===== src/rtl/lcd_rx_pkg.sv =====
// Shared types and constants for the LCD GDRAM receiver: FSM states, command
// opcode/mask pairs and the 128x64 GDRAM geometry.
package lcd_rx_pkg;

    typedef enum logic {
        S_CMD    = 1'b0,
        S_WAIT_X = 1'b1
    } state_t;

    // Command opcodes are matched as (data & MASK) == OP.
    localparam logic [7:0] SET_ADDR_MASK   = 8'h80;
    localparam logic [7:0] SET_ADDR_OP     = 8'h80;
    localparam logic [7:0] FUNC_SET_MASK   = 8'hE0;
    localparam logic [7:0] FUNC_SET_OP     = 8'h20;
    localparam logic [7:0] DISP_CTRL_MASK  = 8'hF8;
    localparam logic [7:0] DISP_CTRL_OP    = 8'h08;
    localparam logic [7:0] ENTRY_MODE_MASK = 8'hFC;
    localparam logic [7:0] ENTRY_MODE_OP   = 8'h04;
    localparam logic [7:0] ENTRY_MODE_OK   = 8'h06;
    localparam logic [7:0] CLEAR_CMD       = 8'h01;

    localparam int GD_WORDS   = 16;
    localparam int GD_ROWS    = 32;
    localparam int GD_HALVES  = 2;
    localparam int GD_ADDR_W  = 10;
    localparam logic [GD_ADDR_W-1:0] GD_LAST_ADDR =
        GD_ADDR_W'(GD_WORDS * GD_ROWS * GD_HALVES - 1);

    function automatic logic op_match(input logic [7:0] d,
                                      input logic [7:0] mask,
                                      input logic [7:0] op);
        return (d & mask) == op;
    endfunction

    // The upper/lower screen halves are selected by x[3], so it lands on the MSB.
    function automatic logic [GD_ADDR_W-1:0] gd_addr(input logic [3:0] x,
                                                     input logic [4:0] y,
                                                     input logic       hl);
        return {x[3], y, x[2:0], hl};
    endfunction

endpackage


===== src/rtl/lcd_en_sync.sv =====
// Two-flop synchronizer for the asynchronous lcd_en strobe, with one-cycle
// falling- and rising-edge pulses derived from the synchronized level.
module lcd_en_sync (
    input  logic clk,
    input  logic rst,
    input  logic lcd_en,
    output logic strb_fall,
    output logic strb_rise
);

    logic [1:0] sync_q;
    logic       en_prev;

    // NOTE: sequential state uses non-blocking assignments so every flop samples
    // the pre-edge value of its neighbour; blocking here would collapse the chain.
    always_ff @(posedge clk or posedge rst) begin
        if (rst) begin
            sync_q  <= 2'b00;
            en_prev <= 1'b0;
        end else begin
            sync_q  <= {sync_q[0], lcd_en};
            en_prev <= sync_q[1];
        end
    end

    assign strb_fall = en_prev & ~sync_q[1];
    assign strb_rise = ~en_prev & sync_q[1];

endmodule


===== src/rtl/lcd_gdram_rx.sv =====
// LCD-side responder: decodes the 8-bit parallel LCD instruction stream and
// turns data bytes into single-cycle GDRAM byte writes. Optional read-back
// path is enabled by defining LCD_RX_BUSY_RD_EN.
import lcd_rx_pkg::*;

module lcd_gdram_rx #(
    parameter int ADDR_W = 10
) (
    input  logic              clk,
    input  logic              rst,
    input  logic              lcd_rs,
    input  logic              lcd_rw,
    input  logic              lcd_en,
    input  logic [7:0]        lcd_data,
    output logic [7:0]        lcd_dout,
    output logic              lcd_doe,
    output logic              wr_en,
    output logic [ADDR_W-1:0] wr_addr,
    output logic [7:0]        wr_data,
    output logic              disp_on,
    output logic              ext_mode,
    output logic              graphic_on,
    output logic              frame_done,
    output logic              cmd_err
);

    logic       strb_fall;
    logic       strb_rise;

    logic       cap_vld;
    logic       cap_rs;
    logic       cap_rw;
    logic [7:0] cap_data;

    state_t     state;
    state_t     state_nxt;

    logic [3:0] x;
    logic [4:0] y;
    logic       hl;

    logic       act_write;
    logic       act_err;
    logic       act_set_y;
    logic       act_set_x;
    logic       act_func;
    logic       act_disp;
    logic       act_clear;

    logic [GD_ADDR_W-1:0] cur_addr;

    lcd_en_sync u_en_sync (
        .clk       (clk),
        .rst       (rst),
        .lcd_en    (lcd_en),
        .strb_fall (strb_fall),
        .strb_rise (strb_rise)
    );

    // Bus pins are stable while en is low, so sampling on the synchronized fall is safe.
    always_ff @(posedge clk or posedge rst) begin
        if (rst) begin
            cap_vld  <= 1'b0;
            cap_rs   <= 1'b0;
            cap_rw   <= 1'b0;
            cap_data <= 8'h00;
        end else begin
            cap_vld <= strb_fall;
            if (strb_fall) begin
                cap_rs   <= lcd_rs;
                cap_rw   <= lcd_rw;
                cap_data <= lcd_data;
            end
        end
    end

    always_ff @(posedge clk or posedge rst) begin
        if (rst) state <= S_CMD;
        else     state <= state_nxt;
    end

    always_comb begin
        state_nxt = state;
        if (act_set_y)
            state_nxt = S_WAIT_X;
        else if (state == S_WAIT_X && cap_vld && !cap_rw)
            state_nxt = S_CMD;
    end

    // NOTE: every signal gets a default before the case, otherwise the paths
    // that do not assign it would infer a latch.
    always_comb begin
        act_write = 1'b0;
        act_err   = 1'b0;
        act_set_y = 1'b0;
        act_set_x = 1'b0;
        act_func  = 1'b0;
        act_disp  = 1'b0;
        act_clear = 1'b0;
        if (cap_vld && !cap_rw) begin
            unique case (state)
                S_CMD: begin
                    if (cap_rs) begin
                        act_write = ext_mode;
                        act_err   = ~ext_mode;
                    end else if (op_match(cap_data, SET_ADDR_MASK, SET_ADDR_OP)) begin
                        act_set_y = ext_mode;
                    end else if (op_match(cap_data, FUNC_SET_MASK, FUNC_SET_OP)) begin
                        act_func = 1'b1;
                    end else if (op_match(cap_data, DISP_CTRL_MASK, DISP_CTRL_OP)) begin
                        act_disp = 1'b1;
                    end else if (op_match(cap_data, ENTRY_MODE_MASK, ENTRY_MODE_OP)) begin
                        act_err = (cap_data != ENTRY_MODE_OK);
                    end else if (cap_data == CLEAR_CMD) begin
                        act_clear = 1'b1;
                    end
                end
                S_WAIT_X: begin
                    if (!cap_rs && op_match(cap_data, SET_ADDR_MASK, SET_ADDR_OP))
                        act_set_x = 1'b1;
                    else
                        act_err = 1'b1;
                end
                default: ;
            endcase
        end
    end

    assign cur_addr = gd_addr(x, y, hl);

    always_ff @(posedge clk or posedge rst) begin
        if (rst) begin
            wr_en      <= 1'b0;
            wr_addr    <= '0;
            wr_data    <= 8'h00;
            frame_done <= 1'b0;
            cmd_err    <= 1'b0;
            disp_on    <= 1'b0;
            ext_mode   <= 1'b0;
            graphic_on <= 1'b0;
            x          <= 4'd0;
            y          <= 5'd0;
            hl         <= 1'b0;
        end else begin
            wr_en      <= act_write;
            wr_addr    <= act_write ? ADDR_W'(cur_addr) : '0;
            wr_data    <= act_write ? cap_data : 8'h00;
            frame_done <= act_write && (cur_addr == GD_LAST_ADDR);
            cmd_err    <= act_err;

            if (act_func) begin
                ext_mode <= cap_data[2];
                if (cap_data[2])
                    graphic_on <= cap_data[1];
            end
            if (act_disp)
                disp_on <= cap_data[2];

            if (act_set_y)
                y <= cap_data[4:0];
            if (act_set_x) begin
                x  <= cap_data[3:0];
                hl <= 1'b0;
            end
            if (act_clear) begin
                x  <= 4'd0;
                y  <= 5'd0;
                hl <= 1'b0;
            end
            // x advances after the low byte of a word; 4-bit wrap gives 15 -> 0.
            if (act_write) begin
                hl <= ~hl;
                if (hl)
                    x <= x + 4'd1;
            end
        end
    end

`ifdef LCD_RX_BUSY_RD_EN
    always_ff @(posedge clk or posedge rst) begin
        if (rst) begin
            lcd_doe  <= 1'b0;
            lcd_dout <= 8'h00;
        end else if (cap_vld && cap_rw) begin
            lcd_doe  <= 1'b1;
            lcd_dout <= cap_rs ? 8'h00 : {3'b000, x, hl};
        end else if (strb_rise) begin
            lcd_doe <= 1'b0;
        end
    end
`else
    assign lcd_dout = 8'h00;
    assign lcd_doe  = 1'b0;
`endif

endmodule


===== config.mk =====
export PLATFORM = sky130hd
export DESIGN_NAME = lcd_gdram_rx
export DESIGN_NICKNAME = d
export VERILOG_FILES = /design/src/rtl/lcd_rx_pkg.sv /design/src/rtl/lcd_en_sync.sv /design/src/rtl/lcd_gdram_rx.sv
export SDC_FILE = /design/constraint.sdc
export NUM_CORES = 1
export LEC_CHECK = 0
export CORE_MARGIN = 10
export CORE_UTILIZATION = 46
export CTS_BUF_LIST = sky130_fd_sc_hd__clkbuf_2
export DETAILED_ROUTE_END_ITERATION = 16
export PLACE_DENSITY_LB_ADDON = 0.15
export SYNTH_ARGS = -nofsm -noshare
export SYNTH_HDL_FRONTEND = slang
export SYNTH_SLANG_ARGS = --single-unit

===== constraint.sdc =====
create_clock -name clk -period 1.55 [get_ports clk]
set_clock_uncertainty 0.05 [all_clocks]
set_input_delay 0.31 -clock clk [delete_from_list [all_inputs] [get_ports clk]]
set_output_delay 0.31 -clock clk [all_outputs]
set_load 0.01 [all_outputs]

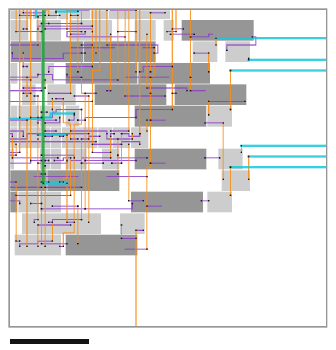
Run 1: zoomed window
Bar = 10 um. Region (45, 2) to (85, 42) um. Cells in gray, sequential cells in the stronger gray; small squares are vias.
layer	color
M3	cyan
M1	purple
M2	orange
M4	green
netlist names of flops here include	wr_addr (5), x (3), y (2)
most frequent	dfrtp_1 (13), dlygate4sd2_1 (6), buf_4 (5)
cells with their middle in the window	45
sequential cells in the window	13

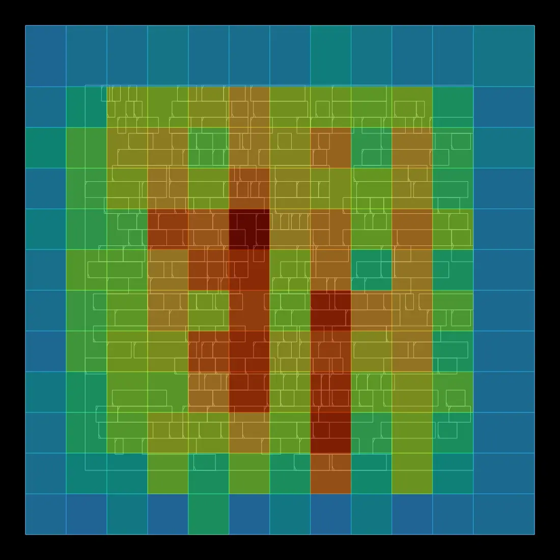
Run 1: routing congestion map
DR WL/cell: 16.7 um
routing layer with the top usage in global route: met2
GRT Resource Usage Total: 0.127
routing usage on met2: 0.226

==> results.py, run 1 <==
# Flow results
metrics = {
    "worst_setup_path": {
        "r2r-start": "cap_data[6]",
        "critical_path_start_end_classification": "register to register",
        "critPathBufInv": 0,
        "cp_max_fo": 5,
    },
    "power_and_ir_drop": {
        "power.total_w": 0.00270,
    },
    "timing": {
        "drv_slew": 0,
        "setup_viol": 7,
        "worst_slack_ns": -0.153,
    },
    "cts": {
        "clock_insertion_delay_worst_skew_ns": 0.43,
        "clock-sinks": 49,
        "max-clock-path-buffers": 2,
    },
    "yosys": {
        "syn_inst": 163,
    },
    "grt": {
        "first_pass_grt_wire_length_um": 7640,
        "via_count_of_the_first_global_routing_pass": 1569,
        "grt_max_degree": 50,
        "antenna_found_initial": 0,
    },
    "job": {
        "cap_viol_max_count": 0,
    },
    "outcome": {
        "status": "finished, violations left",
        "violations": "setup timing",
    },
    "floorplan": {
        "die_x_um": 86.3,
        "io-pin-count": 46,
        "rows": 24,
    },
    "final_layout": {
        "fill_count": 332,
    },
    "min_path": {
        "hp-class": "input port to async pin",
    },
    "route": {
        "firstDrtPassIters": 4,
        "vias": 1468,
    },
    "placed_design": {
        "dp_slack_ns": -0.218,
        "routabilityCongestion": 0.774,
    },
}
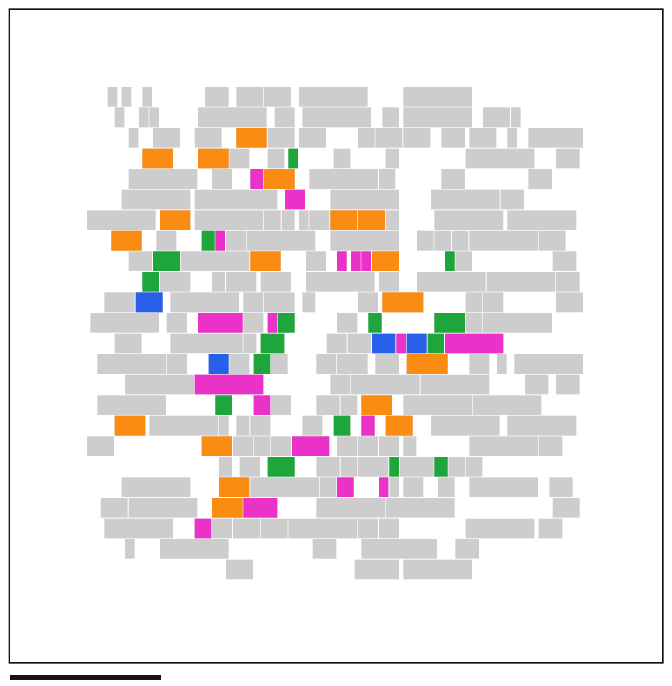
Run 1: selected gate families
Bar = 20 um.
family	color	cells
mux cells	orange	18
nor cells	magenta	18
non-inverting ao/oa cells	blue	4
nand cells	green	16

run 1: where the power goes:
part	switching, W	internal (W)	leakage, nW	total, W
combinational	0.000245	0.000301	0.827	0.000545
clock	0.000397	0.000275	0.0406	0.000671
sequential	0.0000950	0.00139	0.649	0.00149
total	0.000737	0.00197	1.52	0.00270
run 1: per-layer routing:
layer	track usage	up-vias	routed length (um)
li1	-	684	-
met1	0.133	737	1840
met2	0.226	37	2510
met3	0.0516	10	308
met4	0.0427	0	85
met5	0	-	0
run 1: tightest hold or removal path, delay by kind of cell:
family / cells / cell delay (ns)
buffers and inverters: 3 / 0.72
run 1: per-stage QoR:
stage / util / cells / cell area, um2
3_3_place_gp: 0.603 / 269 / 2590
5_1_grt: 0.654 / 284 / 2810
2_1_floorplan: - / 171 / 2060
4_1_cts: 0.627 / 282 / 2690
3_5_place_dp: 0.603 / 269 / 2590
6_report: 0.654 / 284 / 2810
run 1: cells in the final DEF (no fill, tap or decap), drive strengths merged, types with 3 or more instances in the layout:
master / count
and3: 19
dfrtp: 49
clkbuf: 6
mux2: 14
nor2b: 3
conb: 9
nand3: 5
nand2: 6
nor2: 7
nand2b: 3
clkdlybuf4s50: 12
inv: 5
nor3: 3
mux2i: 4
dlygate4sd2: 16
buf: 35
clkdlybuf4s15: 7
run 1: cell usage after synthesis (3+ instances only):
cell	n	area share
sky130_fd_sc_hd__dfrtp_1	49	0.61
sky130_fd_sc_hd__and3_1	18	0.056
sky130_fd_sc_hd__mux2_2	14	0.078
sky130_fd_sc_hd__buf_4	10	0.037
sky130_fd_sc_hd__nor2_1	7	0.013
sky130_fd_sc_hd__nand2_1	6	0.011
sky130_fd_sc_hd__clkbuf_1	5	0.0093
sky130_fd_sc_hd__nand3_1	5	0.012
sky130_fd_sc_hd__inv_1	4	0.0074
sky130_fd_sc_hd__mux2i_1	4	0.020
sky130_fd_sc_hd__nand2b_1	3	0.0093
sky130_fd_sc_hd__nor2b_1	3	0.0093
sky130_fd_sc_hd__nor3_1	3	0.0074
run 1: area by class of cell:
| cell class | count | share of cell area |
|---|---|---|
| multi-input combinational | 100 | 0.287 |
| inverter | 5 | 0.00758 |
| sequential | 49 | 0.437 |
| tap | 52 | 0.0232 |
| clock inverter | 2 | 0.0120 |
| clock buffer | 6 | 0.0107 |
| timing repair buffer | 70 | 0.222 |
run 1: repair_timing:
action,4_1_cts,5_1_grt
hold buffers,0,0
resized,35,27
gates cloned,0,0
setup endpoints to repair,34,23
setup buffers,5,2
pin swaps,5,12
run 1: sequential cells by signal, indices dropped and copies added (netlist names), 2 cells and up:
register and flops:
cap_data 8, u_en_sync.sync_q 2, wr_addr 10, wr_data 8, x 4, y 5
run 1: how the worst max path moves through the flow:
stage                end  slack [ns]  cells past startpoint        start
floorplan           y[1]       -0.17                      5  cap_data[7]
global placement    y[3]       -0.16                      4  cap_data[7]
detailed placement  y[3]       -0.22                      4  cap_data[7]
CTS                 y[3]       -0.16                      4  cap_data[6]
global route          hl       -0.21                      5       cap_rs
finish              y[3]       -0.15                      4  cap_data[6]
==> run 1 -> run 2 <==
--- a/config.mk
+++ b/config.mk
@@ -5,7 +5,8 @@
 export SDC_FILE = /design/constraint.sdc
 export NUM_CORES = 1
 export LEC_CHECK = 0
-export CORE_MARGIN = 10
+export CAP_MARGIN = 20
+export CORE_MARGIN = 8
 export CORE_UTILIZATION = 46
 export CTS_BUF_LIST = sky130_fd_sc_hd__clkbuf_2
 export DETAILED_ROUTE_END_ITERATION = 16
==> run 2 against run 1 <==
- the run still ends with setup timing left
- sequential share of layout area is 0.16 points lower
- clock power is 2% lower
- flip-flop count did not move
- highest routed layer unchanged
- combinational power fell by 3.9%
- die area down 9.1%
- synthesized cell count did not move
- register-to-register slack worse by 0.03 ns
- first-iteration DRC count unchanged
==> results.py, run 2 <==
# Flow results
metrics = {
    "yosys": {
        "top_cells_by_count": "49 x sky130_fd_sc_hd__dfrtp_1, 18 x sky130_fd_sc_hd__and3_1, 14 x sky130_fd_sc_hd__mux2_2, 10 x sky130_fd_sc_hd__buf_4, 7 x sky130_fd_sc_hd__nor2_1",
        "syn_inst": 163,
        "top_cell_area_share": 0.607,
        "post-synth-top-count-cell": "sky130_fd_sc_hd__dfrtp_1",
    },
    "final_layout": {
        "top_register": "wr_addr",
        "post-route-cell-area_um2": 2820,
        "final_layout_top_logic_cell": "sky130_fd_sc_hd__dfrtp_1",
        "final_cell_mix": "49 x sky130_fd_sc_hd__dfrtp_1, 31 x sky130_fd_sc_hd__buf_4, 21 x sky130_fd_sc_hd__dlygate4sd2_1",
        "largestRegisters": "wr_addr x10, cap_data x8, wr_data x8",
    },
    "cts": {
        "max-clock-path-buffers": 2,
        "clock-sinks": 49,
    },
    "route": {
        "firstDrtPassIters": 4,
        "dr_wl_cell_um": 17.0,
    },
    "floorplan": {
        "io-pin-count": 46,
        "rows": 24,
    },
    "grt": {
        "grt_max_degree": 50,
        "first_pass_grt_wire_length_um": 7950,
        "antenna_found_initial": 0,
    },
    "job": {
        "cap_viol_max_count": 0,
    },
    "worst_setup_path": {
        "critical_path_start_end_classification": "register to register",
        "cp_max_fo": 4,
        "worst_setup_path_startpoint": "cap_rs",
    },
    "placed_design": {
        "dpl_cell_area_um2": 2580,
    },
    "timing": {
        "worst_slack_ns": -0.181,
        "setup_viol": 13,
    },
    "outcome": {
        "violations": "setup timing",
        "status": "finished, violations left",
    },
}
## run 2: cells by family after synthesis
| logic type | after synthesis | synth area share |
|---|---|---|
| muxes | 18 | 0.0978 |
| adders and majority gates | 1 | 0.00619 |
| buffers and inverters | 22 | 0.0675 |
| DFF | 49 | 0.607 |
| and+or+nand+nor | 60 | 0.175 |
| other | 1 | 0.00186 |
| AOI/OAI and AO/OA | 12 | 0.0446 |
## run 2: routing by layer
metal,wire (um),share of wire,up-vias,global-route usage
met3,282,0.058,9,0.0357
met4,98,0.020,0,0.0947
li1,-,-,688,-
met2,2680,0.55,44,0.275
met5,0,0,-,0
met1,1820,0.37,735,0.169
## run 2: worst register-to-register path: cells and delay by family (launching register included)
family | cells | cell delay [ns]
buffers and inverters | 1 | 0.14
and+or+nand+nor | 3 | 0.76
DFF | 1 | 0.43
muxes | 1 | 0.26
## run 2: layout make-up
class                      count  area [um2]
multi-input combinational    100         798
tap                           52        65.1
inverter                       5        23.8
sequential                    49        1230
clock inverter                 2        33.8
clock buffer                   6        30.0
timing repair buffer          73         638
fill                         345        1480
## run 2: worst paths after layout
check	to	slack, ns	cells past startpoint
setup / recovery	hl	-0.18	5
hold reg to reg	u_en_sync.sync_q[1]	0.34	0
max in group asynchronous	wr_data[6]	1.07	3
setup reg to reg	hl	-0.18	5
min in group clk	u_en_sync.sync_q[0]	0.24	1
hold / removal	wr_data[0]	0.14	3
## run 2: what timing repair did
item / 4_1_cts / 5_1_grt
pin swaps: 7 / 7
endpoints found under the setup margin: 34 / 16
hold buffers: 0 / 0
setup buffers: 8 / 4
resized: 43 / 11
## run 2: per-stage QoR
| stage | util | setup slack, ns | cells | total power (W) |
|---|---|---|---|---|
| after floorplan | - | -0.165 | 171 | 0.00174 |
| after global placement | 0.602 | -0.123 | 268 | 0.00195 |
| after detailed placement | 0.602 | -0.169 | 268 | 0.00198 |
| after CTS | 0.639 | -0.170 | 284 | 0.00267 |
| after global routing | 0.656 | -0.224 | 287 | 0.00280 |
| final | 0.656 | -0.181 | 287 | 0.00267 |
## run 2: report_power, final
part / leakage (nW) / switching [W] / internal, W / total, W
Clock: 0.0406 / 0.000384 / 0.000275 / 0.000658
Combinational: 0.868 / 0.000245 / 0.000279 / 0.000524
Sequential: 0.651 / 0.0000926 / 0.00139 / 0.00148
Total: 1.56 / 0.000721 / 0.00194 / 0.00267
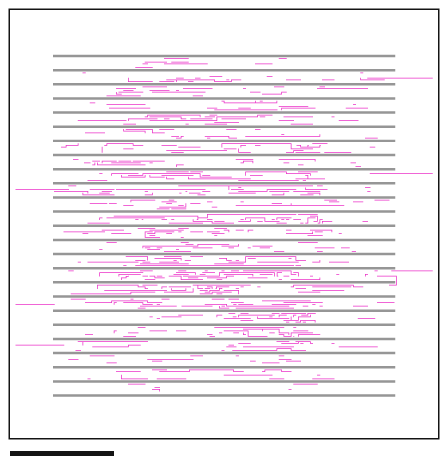
Run 2: the metal 1 layer
Bar = 20 um. Supply wires on this layer in gray.
nets with wire on the layer	212
longest straight run	30.4 um
Final Routed Wirelength: 4890 um
total number of vias: 1476
met1 track demand over resource: 0.169

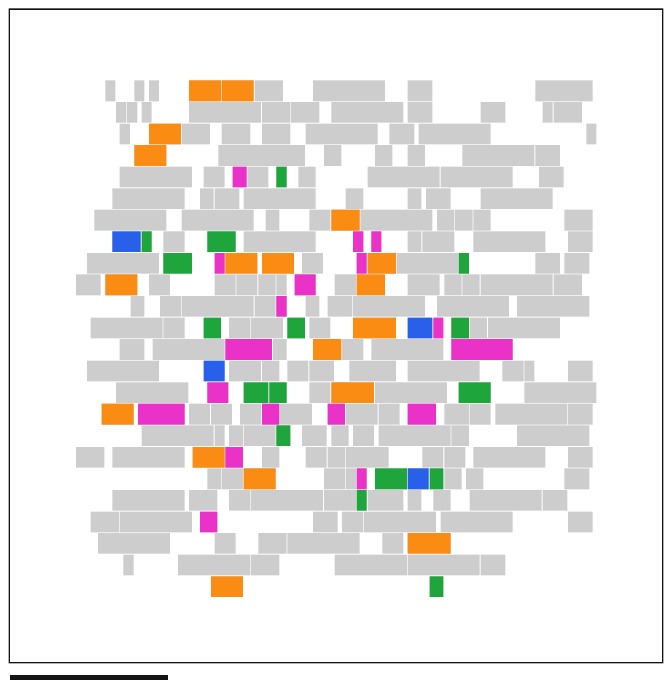
Run 2: selected gate families
Bar = 20 um.
family	color	cells	most used
mux cells	orange	18	mux2_2
nand cells	green	16	nand2_1
nor cells	magenta	18	nor2_1
non-inverting ao/oa cells	blue	4	a21o_1

Power and IR drop assume default switching activity.
